File: config.mk
export PLATFORM = sky130hd
export DESIGN_NAME = uart_top
export DESIGN_NICKNAME = d
export VERILOG_FILES = /design/src/rtl/uart_pkg.sv /design/src/rtl/uart_if.sv /design/src/rtl/uart_rx.sv /design/src/rtl/uart_tx.sv /design/src/rtl/uart_top.sv
export SDC_FILE = /design/constraint.sdc
export NUM_CORES = 1
export LEC_CHECK = 0
export CORE_MARGIN = 2
export CORE_UTILIZATION = 45
export CTS_BUF_LIST = sky130_fd_sc_hd__clkbuf_2
export DETAILED_ROUTE_END_ITERATION = 7
export DONT_BUFFER_PORTS = 1
export SLEW_MARGIN = 20
export SYNTH_ARGS = -nofsm -noshare
export SYNTH_HDL_FRONTEND = slang
export SYNTH_SLANG_ARGS = --single-unit
File: constraint.sdc
create_clock -name clk -period 1.9 [get_ports clk]
set_input_delay 0.19 -clock clk [delete_from_list [all_inputs] [get_ports clk]]
set_output_delay 0.19 -clock clk [all_outputs]
set_load 0.01 [all_outputs]
File: src/rtl/uart_pkg.sv
// Shared types and defaults for the loopback UART.
// Imported by every uart_* file.
package uart_pkg;

  localparam int DATA_BITS    = 8;
  localparam int DEF_CLK_FREQ = 100_000_000;
  localparam int DEF_BAUD     = 115_200;

  typedef enum logic [1:0] {
    TX_IDLE,
    TX_START,
    TX_DATA,
    TX_STOP
  } tx_state_t;

  typedef enum logic [1:0] {
    RX_IDLE,
    RX_START,
    RX_DATA,
    RX_STOP
  } rx_state_t;

endpackage

File: src/rtl/uart_if.sv
// Serial line bundle between the transmitter and receiver.
// The transmitter is the master and drives the line.
interface uart_if;

  logic line;

  modport master (output line);
  modport slave  (input  line);

endinterface

File: src/rtl/uart_rx.sv
// 8N1 receiver: centre-samples each bit, rejects start
// glitches and pulses valid only on a good stop bit.
module uart_rx
  import uart_pkg::*;
#(
  parameter int CLKS_PER_BIT = 4
) (
  input  logic                 clk,
  input  logic                 reset_n,
  uart_if.slave                ser,
  output logic [DATA_BITS-1:0] data,
  output logic                 valid
);

  localparam int CW = (CLKS_PER_BIT > 1) ?
                      $clog2(CLKS_PER_BIT) : 1;
  localparam logic [CW-1:0] LAST =
    CW'(CLKS_PER_BIT - 1);
  // fall detection already costs one cycle of the bit
  localparam logic [CW-1:0] HALF =
    CW'(CLKS_PER_BIT / 2 - 2);

  rx_state_t            state, state_n;
  logic [CW-1:0]        cnt, cnt_n;
  logic [2:0]           bit_idx, bit_n;
  logic [DATA_BITS-1:0] shreg, shreg_n;
  logic                 prev, valid_n;

  assign data = shreg;

  always_ff @(posedge clk or negedge reset_n) begin
    if (!reset_n) begin
      state   <= RX_IDLE;
      cnt     <= '0;
      bit_idx <= '0;
      shreg   <= '0;
      prev    <= 1'b1;
      valid   <= 1'b0;
    end else begin
      state   <= state_n;
      cnt     <= cnt_n;
      bit_idx <= bit_n;
      shreg   <= shreg_n;
      prev    <= ser.line;
      valid   <= valid_n;
    end
  end

  always_comb begin
    state_n = state;
    cnt_n   = cnt;
    bit_n   = bit_idx;
    shreg_n = shreg;
    valid_n = 1'b0;
    unique case (state)
      RX_IDLE: begin
        if (prev && !ser.line) begin
          cnt_n   = '0;
          state_n = RX_START;
        end
      end
      RX_START: begin
        cnt_n = cnt + CW'(1);
        if (cnt == HALF) begin
          cnt_n   = '0;
          bit_n   = '0;
          state_n = ser.line ? RX_IDLE : RX_DATA;
        end
      end
      RX_DATA: begin
        cnt_n = cnt + CW'(1);
        if (cnt == LAST) begin
          cnt_n   = '0;
          shreg_n = {ser.line, shreg[DATA_BITS-1:1]};
          bit_n   = bit_idx + 3'd1;
          if (bit_idx == 3'(DATA_BITS - 1))
            state_n = RX_STOP;
        end
      end
      RX_STOP: begin
        cnt_n = cnt + CW'(1);
        if (cnt == LAST) begin
          cnt_n   = '0;
          valid_n = ser.line;
          state_n = RX_IDLE;
        end
      end
      default: state_n = RX_IDLE;
    endcase
  end

endmodule

File: src/rtl/uart_tx.sv
// 8N1 transmitter: latches a byte on start,
// then shifts start, data (LSB first) and stop bits.
module uart_tx
  import uart_pkg::*;
#(
  parameter int CLKS_PER_BIT = 4
) (
  input  logic                 clk,
  input  logic                 reset_n,
  input  logic                 start,
  input  logic [DATA_BITS-1:0] data,
  uart_if.master               ser
);

  localparam int CW = (CLKS_PER_BIT > 1) ?
                      $clog2(CLKS_PER_BIT) : 1;
  localparam logic [CW-1:0] LAST =
    CW'(CLKS_PER_BIT - 1);

  tx_state_t            state, state_n;
  logic [CW-1:0]        cnt, cnt_n;
  logic [2:0]           bit_idx, bit_n;
  logic [DATA_BITS-1:0] shreg, shreg_n;
  logic                 line;

  assign ser.line = line;

  always_ff @(posedge clk or negedge reset_n) begin
    if (!reset_n) begin
      state   <= TX_IDLE;
      cnt     <= '0;
      bit_idx <= '0;
      shreg   <= '0;
    end else begin
      state   <= state_n;
      cnt     <= cnt_n;
      bit_idx <= bit_n;
      shreg   <= shreg_n;
    end
  end

  always_comb begin
    state_n = state;
    cnt_n   = cnt;
    bit_n   = bit_idx;
    shreg_n = shreg;
    line    = 1'b1;
    unique case (state)
      TX_IDLE: begin
        if (start) begin
          shreg_n = data;
          cnt_n   = '0;
          bit_n   = '0;
          state_n = TX_START;
        end
      end
      TX_START: begin
        line  = 1'b0;
        cnt_n = cnt + CW'(1);
        if (cnt == LAST) begin
          cnt_n   = '0;
          state_n = TX_DATA;
        end
      end
      TX_DATA: begin
        line  = shreg[bit_idx];
        cnt_n = cnt + CW'(1);
        if (cnt == LAST) begin
          cnt_n = '0;
          bit_n = bit_idx + 3'd1;
          if (bit_idx == 3'(DATA_BITS - 1))
            state_n = TX_STOP;
        end
      end
      TX_STOP: begin
        cnt_n = cnt + CW'(1);
        if (cnt == LAST) begin
          cnt_n   = '0;
          state_n = TX_IDLE;
        end
      end
      default: state_n = TX_IDLE;
    endcase
  end

endmodule

File: src/rtl/uart_top.sv
// Loopback UART: button sync/edge detect, TX wired
// to RX internally, and the received-byte register.
module uart_top
  import uart_pkg::*;
#(
  parameter int CLK_FREQ     = DEF_CLK_FREQ,
  parameter int BAUD         = DEF_BAUD,
  parameter int CLKS_PER_BIT = CLK_FREQ / BAUD
) (
  input  logic                 clk,
  input  logic                 reset_n,
  input  logic [DATA_BITS-1:0] transmitter_data,
  input  logic                 startBTNC,
  input  logic                 startBTNU,
  output logic [DATA_BITS-1:0] Reciever_data
);

  logic [2:0]           c_sync, u_sync;
  logic                 tx_go, rx_clr, rx_valid;
  logic [DATA_BITS-1:0] rx_byte;

  uart_if link ();

  // two sync stages, third stage is the edge reference
  always_ff @(posedge clk or negedge reset_n) begin
    if (!reset_n) begin
      c_sync <= '0;
      u_sync <= '0;
    end else begin
      c_sync <= {c_sync[1:0], startBTNC};
      u_sync <= {u_sync[1:0], startBTNU};
    end
  end

  assign tx_go  = c_sync[1] & ~c_sync[2];
  assign rx_clr = u_sync[1] & ~u_sync[2];

  uart_tx #(.CLKS_PER_BIT(CLKS_PER_BIT)) u_tx (
    .clk     (clk),
    .reset_n (reset_n),
    .start   (tx_go),
    .data    (transmitter_data),
    .ser     (link.master)
  );

  uart_rx #(.CLKS_PER_BIT(CLKS_PER_BIT)) u_rx (
    .clk     (clk),
    .reset_n (reset_n),
    .ser     (link.slave),
    .data    (rx_byte),
    .valid   (rx_valid)
  );

  always_ff @(posedge clk or negedge reset_n) begin
    if (!reset_n)
      Reciever_data <= '0;
    else if (rx_valid)
      Reciever_data <= rx_byte;
    else if (rx_clr)
      Reciever_data <= '0;
  end

endmodule

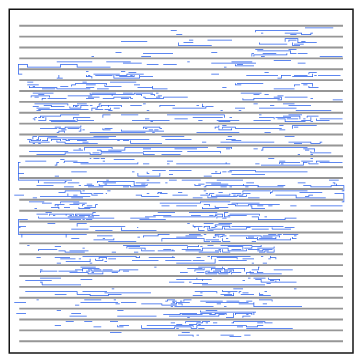
met1.png
Drawn at 4 px/um. Supply wires on this layer in gray.
The wires run mostly horizontal. 332 nets have wire on it. The layer carries 2790 um of wire. The layer holds 47% of the routed length.
met1 routing resource usage after global routing: 22.89%
total via count after detailed routing: 2200

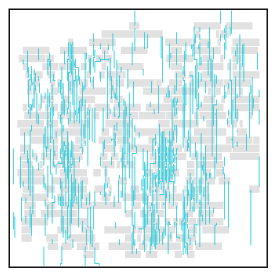
met2.png
Drawn at 3 px/um. Cells faint in the background.
The layer holds 49% of the routed length. The longest straight run is 32.0 um. 292 nets have wire on it. The layer carries 2900 um of wire.

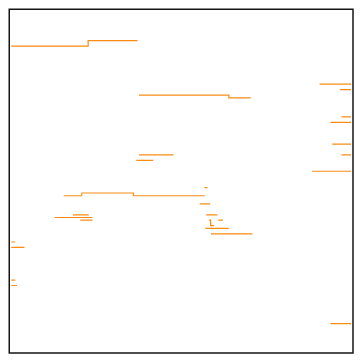
met3.png
Drawn at 4 px/um.
The longest straight run is 22.3 um. The wires run mostly horizontal. The layer carries 192 um of wire. 22 nets have wire on it. The layer holds 3.3% of the routed length.
Detailed Route WL: 5.914 mm
met3 Use GR: 4.524%

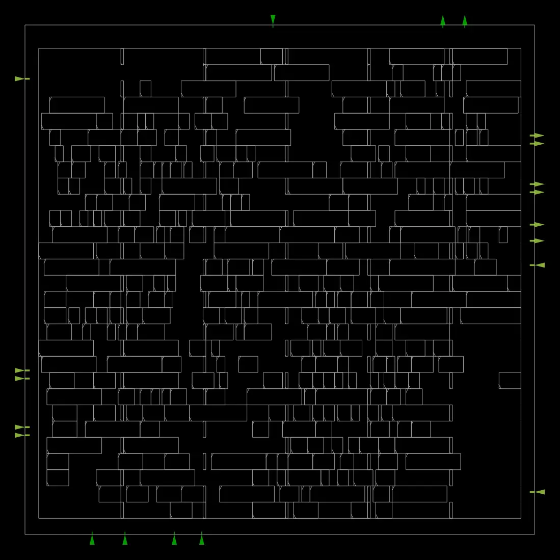
final_placement.png
total core area: 0.006386 mm2
post-layout util: 58.15%
filler instances: 588
Placement Rows: 29
number of well taps: 77

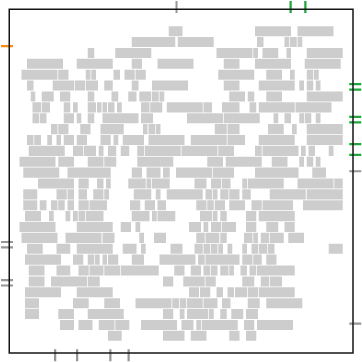
pins.png
Drawn at 4 px/um. Pins as bars across the die edge, other pins in gray.
Green is Reciever_data, pins 8, direction output, edge 6 right, 2 top. Orange is clk, pins 1, direction input, edge left.
All pins by edge: 8 right, 5 left, 4 bottom, 3 top.

==> impl_metrics.ini <==
; generated from flow reports
[run_status]
status = complete, but fails checks
failed_checks = setup timing

[worst_setup_path]
worstRegToRegCells = 5
cp_data_required_time_ns = 2.30
type_of_element_capturing_the_critical_path = register

[placed_design]
place_congestion = 0.7936

[clock_tree]
cts_tree = done
numCtsBuffers = 9
cts-hold-fix-buffers = 12
post_cts.repair.setup_buffers = 0
cts.root.buffer_cell = sky130_fd_sc_hd__clkbuf_2
ctsLongestPathBuffers = 2

[synthesis]
synth-area-yosys_mm2 = 0.002992
synth-edff-count = 0
synth-main-ff-cell = sky130_fd_sc_hd__dfrtp_1
synth-seq-cells = 62
syn-instance-count = 279

[job]
stage_log_warnings = 34
max_cap_violations = 0

[floorplan]
die_h_um = 85.54
dieWidth_um = 85.54

[timing]
slew_headroom_pct = 72.64
setup_viol_count_final = 1
whs_ns = 0.1977
timing.final.hold_violations = 0
fin_ws_ns = -0.003077

[power]
p_leak_nw = 1.724
-- power breakdown --
part | switching [mW] | internal [mW] | leakage (nW)
Combinational | 0.813 | 0.858 | 0.810
Clock | 0.562 | 0.589 | 0.0990
Sequential | 0.139 | 1.54 | 0.815
Total | 1.51 | 2.99 | 1.72
-- critical path, stage by stage, from the launching register on --
cell	delay, ns
sky130_fd_sc_hd__dfrtp_1	0.43
sky130_fd_sc_hd__or3_4	0.39
sky130_fd_sc_hd__or4_4	0.46
sky130_fd_sc_hd__a21oi_4	0.14
sky130_fd_sc_hd__o21ai_2	0.08
sky130_fd_sc_hd__mux2_4	0.30
-- sequential cells by signal (all words and copies together) (netlist names), 8 cells and up, named ones only --
signal / flops
u_rx.data: 8
u_rx.cnt: 10
u_tx.shreg: 8
Reciever_data: 8
u_tx.cnt: 10
-- cell type report --
| class | count | area, um2 | share of cell area, % |
|---|---|---|---|
| inverters | 9 | 33.78 | 0.9097 |
| clock inverters | 7 | 127.6 | 3.437 |
| multi-input cells | 198 | 1425 | 38.38 |
| clock buffers | 9 | 45.04 | 1.213 |
| repair buffers | 50 | 431.7 | 11.62 |
| well taps | 77 | 96.34 | 2.594 |
| flip-flops and latches | 62 | 1554 | 41.85 |
-- logic make-up after synthesis --
| family | after synthesis |
|---|---|
| AOI/OAI and AO/OA | 61 |
| xor gates and xnor gates | 4 |
| adders and majority gates | 12 |
| buffers and inverters | 19 |
| DFF | 62 |
| muxes | 24 |
| and+or+nand+nor | 97 |
-- routing by layer --
| layer | vias up | GRT usage [%] | wire [um] |
|---|---|---|---|
| met3 | 4 | 4.524 | 192 |
| met5 | - | 0 | 0 |
| met1 | 1051 | 22.89 | 2790 |
| met4 | 0 | 6.494 | 36 |
| li1 | 1106 | - | - |
| met2 | 39 | 28.76 | 2895 |
Power and IR drop assume default switching activity.
